==> images/final_clocks.png <==
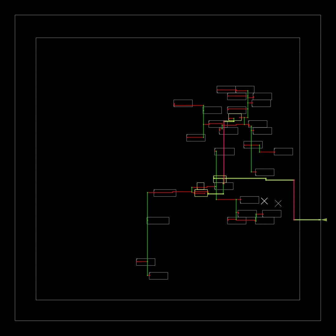
==> images/metal_stack.png <==
Drawn at 3 px/µm.
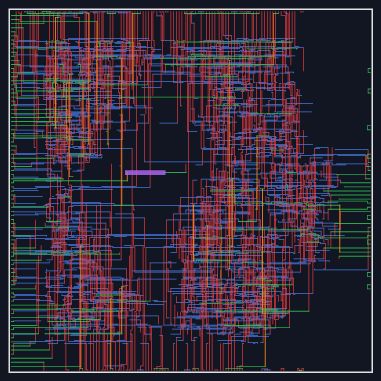
==> images/port_nets.png <==
Drawn at 4 px/µm.
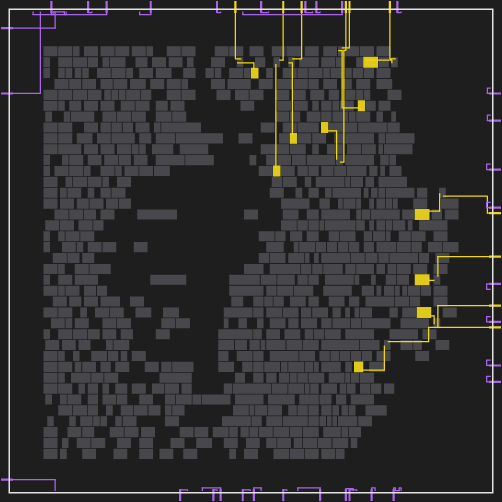
===== src/rtl/bram_port_arbiter.sv =====
// Round-robin arbiter sharing one BRAM port among NREQ requesters,
// with an optional zero-fill sweep of the memory after reset.
module bram_port_arbiter #(
  parameter int DATA    = 32,
  parameter int ADDR    = 10,
  parameter int NREQ    = 4,
  parameter int INIT_EN = 1
) (
  input  logic                 clk,
  input  logic                 rst,
  input  logic [NREQ-1:0]      req_valid,
  output logic [NREQ-1:0]      req_ready,
  input  logic [NREQ-1:0]      req_wr,
  input  logic [NREQ*ADDR-1:0] req_addr,
  input  logic [NREQ*DATA-1:0] req_din,
  output logic [NREQ-1:0]      rsp_valid,
  output logic [DATA-1:0]      rsp_data,
  output logic                 bram_wr,
  output logic [ADDR-1:0]      bram_addr,
  output logic [DATA-1:0]      bram_din,
  input  logic [DATA-1:0]      bram_dout,
  output logic                 init_done
);

  localparam int IW = (NREQ > 1) ? $clog2(NREQ) : 1;

  typedef enum logic {
    INIT,
    SERVE
  } state_t;

  state_t          state;
  logic [ADDR-1:0] cnt;
  logic [ADDR-1:0] addr_q;
  logic [IW-1:0]   last;
  logic [NREQ-1:0] rsp_q;
  logic [NREQ-1:0] grant;
  logic [IW-1:0]   win;
  logic            hit;
  logic            serve;
  logic            go;
  logic            in_init;

  assign serve   = (state == SERVE) && !rst;
  assign in_init = (state == INIT) && !rst;
  assign go      = serve && hit;

  // Scan starts one past the last winner so priority rotates.
  always_comb begin
    hit = 1'b0;
    win = last;
    for (int k = 1; k <= NREQ; k++) begin
      if (!hit && req_valid[(int'(last) + k) % NREQ]) begin
        hit = 1'b1;
        win = IW'((int'(last) + k) % NREQ);
      end
    end
  end

  always_comb begin
    grant = '0;
    if (go) grant[win] = 1'b1;
  end

  always_comb begin
    bram_wr   = 1'b0;
    bram_addr = addr_q;
    bram_din  = '0;
    unique case (1'b1)
      rst: begin
        bram_addr = '0;
      end
      in_init: begin
        bram_wr   = 1'b1;
        bram_addr = cnt;
      end
      go: begin
        bram_wr   = req_wr[win];
        bram_addr = req_addr[int'(win)*ADDR +: ADDR];
        bram_din  = req_din[int'(win)*DATA +: DATA];
      end
      default: ;
    endcase
  end

  assign req_ready = grant;
  assign init_done = serve;
  assign rsp_valid = rst ? '0 : rsp_q;
  assign rsp_data  = bram_dout;

  always_ff @(posedge clk) begin
    if (rst) begin
      state  <= (INIT_EN != 0) ? INIT : SERVE;
      cnt    <= '0;
      addr_q <= '0;
      last   <= IW'(NREQ - 1);
      rsp_q  <= '0;
    end else begin
      rsp_q <= grant;
      unique case (state)
        INIT: begin
          addr_q <= cnt;
          cnt    <= cnt + 1'b1;
          if (cnt == '1) state <= SERVE;
        end
        SERVE: begin
          if (hit) begin
            last   <= win;
            addr_q <= bram_addr;
          end
        end
        default: state <= INIT;
      endcase
    end
  end

endmodule


===== config.mk =====
export PLATFORM = sky130hd
export DESIGN_NAME = bram_port_arbiter
export DESIGN_NICKNAME = d
export VERILOG_FILES = /design/src/rtl/bram_port_arbiter.sv
export SDC_FILE = /design/constraint.sdc
export NUM_CORES = 1
export LEC_CHECK = 0
export CORE_MARGIN = 8
export CORE_UTILIZATION = 27
export CTS_CLUSTER_DIAMETER = 150
export DETAILED_ROUTE_END_ITERATION = 7
export PLACE_DENSITY = 0.87
export SLEW_MARGIN = 20
export SYNTH_ARGS = -nofsm -noshare
export SYNTH_HDL_FRONTEND = slang
export SYNTH_SLANG_ARGS = --single-unit

===== constraint.sdc =====
create_clock -name clk -period 2.1 [get_ports clk]
set_clock_uncertainty 0.15 [all_clocks]
set_input_delay 0.315 -clock clk [delete_from_list [all_inputs] [get_ports clk]]
set_output_delay 0.315 -clock clk [all_outputs]
set_load 0.005 [all_outputs]

==> results_dict.tcl <==
# metrics dict for downstream scripts
set metrics [dict create \
    postRouteAntennaNets 0 \
    worst_pin_slew_ps 458 \
    start_kind "flop" \
    ys_area_um2 2950 \
    finalHoldViolations 0 \
    drc 3 \
    design_area_um2 6640 \
    grt.busiest_layer "met2" \
    dp_hpwl_mm 13.0 \
    min_to "cnt[5]$_SDFFE_PP0N_" \
    area_delta_synth_final_pct 125 \
    fin_ws_ps -700 \
    die_area_um2 14500 \
    routed_wirelength_mm 18.8 \
    grtUsageMet3_pct 7.18 \
    final_cell_mix "clkdlybuf4s50_1 (176), buf_4 (94), buf_2 (44), buf_6 (43), o21ai_1 (32)" \
    cts_tree "done" \
    met2_usage_pct 43.5 \
    coreArea_um2 10700 \
    gr-total-overflow 0 \
    fin_setup_tns_ps -28160 \
    ys_cells 370 \
    die_h_um 120 \
    flop_area_um2 549 \
    synth_nets 581 \
    status "finished with violations" \
    met1Wirelength_mm 6.88 \
    rsz0062_at_grt "true" \
    grt_max_degree 33 \
    ys.flop_type "dfxtp_1" \
    slew_headroom_pct 69.5 \
    num_rows 38 \
    hp-class "reg -> reg" \
    syn_inst 370 \
    synth_area_um2 2950 \
    drive_gt1_share_pct 39.1 \
    regToRegStartpoint "last[0]$_SDFFE_PP1P_" \
    fin_nets 903 \
    grt_pass1_vias 4855 \
    violations "design-rule violations, negative setup slack" \
    yosysTopAreaCell "dfxtp_1" \
    h-tree-depth 1 \
    hold_path_depth 2 \
    grt_pass1_wl_mm 27.6 \
    max-cap-violations 0 \
    nFillCells 854 \
    async_reset_ff_share_pct 0 \
    power.density_nw_per_um2 242 \
    die_w_um 120 \
    fp_util_pct 27.4 \
    yosysWarnings 0 \
    met3_length_mm 1.72 \
    final-setup-viol-count 54 \
    antenna_found_initial 1 \
    critPathMaxStageDelay_ps 450 \
    ys_ff 27 \
    vias_per_cell 5.49 \
    met1_usage_pct 26.0 \
    fmax_mhz 357 \
    ff2ff_setup_slack_ps -290 \
    postCtsSetupBuffers 67 \
    dr_wl_met2_mm 9.50 \
    slew_violations 0 \
]
-- final_clocks.png (at the start) --
# clk buffers: 3
CTS sink count: 27
CTS buffer count: 3
clock latency on the worst-skew pair: 280 ps

-- metal_stack.png (at the start) --
layer	colour	wire length
met1	blue	6880 µm
met2	red	9500 µm
met4	orange	651 µm
met5	purple	12.0 µm
met3	green	1720 µm
total number of vias: 4561
drt wl/cell: 22.6 µm
Total Routing Usage GR: 24.0%

-- port_nets.png (at the start) --
port	colour	bits	direction	edge	end cells	buffers	wire
`bram_dout`	purple	32	input	11 south, 10 north, 8 east, 3 west	0	0	181 µm
`bram_addr`	yellow	10	output	6 north, 4 east	10	10	296 µm
I/O Buffers: 229
IO Count: 294

## power breakdown
part	internal [W]	switching (W)	leakage, nW	total, W
clock	0.000135	0.000181	0.0217	0.000316
sequential	0.000517	0.00000627	0.219	0.000524
combinational	0.000510	0.000258	2.75	0.000767
## worst max-delay path by stage
stage / startpoint / to / slack (ps) / cells after the start
final: last[0]$_SDFFE_PP1P_ / bram_addr[9] / -700 / 8
after global routing: last[0]$_SDFFE_PP1P_ / bram_addr[9] / -810 / 8
after CTS: last[1]$_SDFFE_PP1P_ / bram_addr[9] / -660 / 9
after detailed placement: req_valid[1] / bram_addr[3] / -1170 / 8
after global placement: req_valid[3] / bram_addr[9] / -1090 / 8
after floorplan: req_valid[2] / bram_addr[3] / -4 / 6
## through the flow
step | cells | hold slack, ps | setup WS [ps]
after floorplan | 370 | 304 | -4.05
after global placement | 753 | 337 | -1090
after detailed placement | 753 | 358 | -1170
after CTS | 819 | 375 | -660
after global routing | 831 | 403 | -805
final | 831 | 380 | -700
## kinds of logic after synthesis
group	Yosys count	synth area share [%]
AOI/OAI and AO/OA	132	33.4
xor gates and xnor gates	6	1.78
adders and majority gates	1	0.424
buffers and inverters	69	15.5
DFF	27	18.3
muxes	33	11.2
and+or+nand+nor	102	19.4
## layout make-up
type | instances | area share, %
sequential | 27 | 8.27
clock inverter | 1 | 0.113
inverter | 7 | 0.396
timing repair buffer | 379 | 53.7
tap | 140 | 2.64
clock buffer | 3 | 0.622
multi-input combinational | 274 | 34.3
## critical path: cells and delay by family, from the launching register on
kind | cells | cell delay (ps)
AND-OR/OR-AND | 2 | 710
AND/OR/NAND/NOR | 3 | 530
buffers and inverters | 3 | 430
flip-flops | 1 | 380
## sequential cells by signal, summed over array words and instances, names as in the netlist
signal / cells
addr_q: 10
cnt: 10
last: 2
rsp_q: 4
state: 1
Power is estimated from default activity; no workload was simulated.
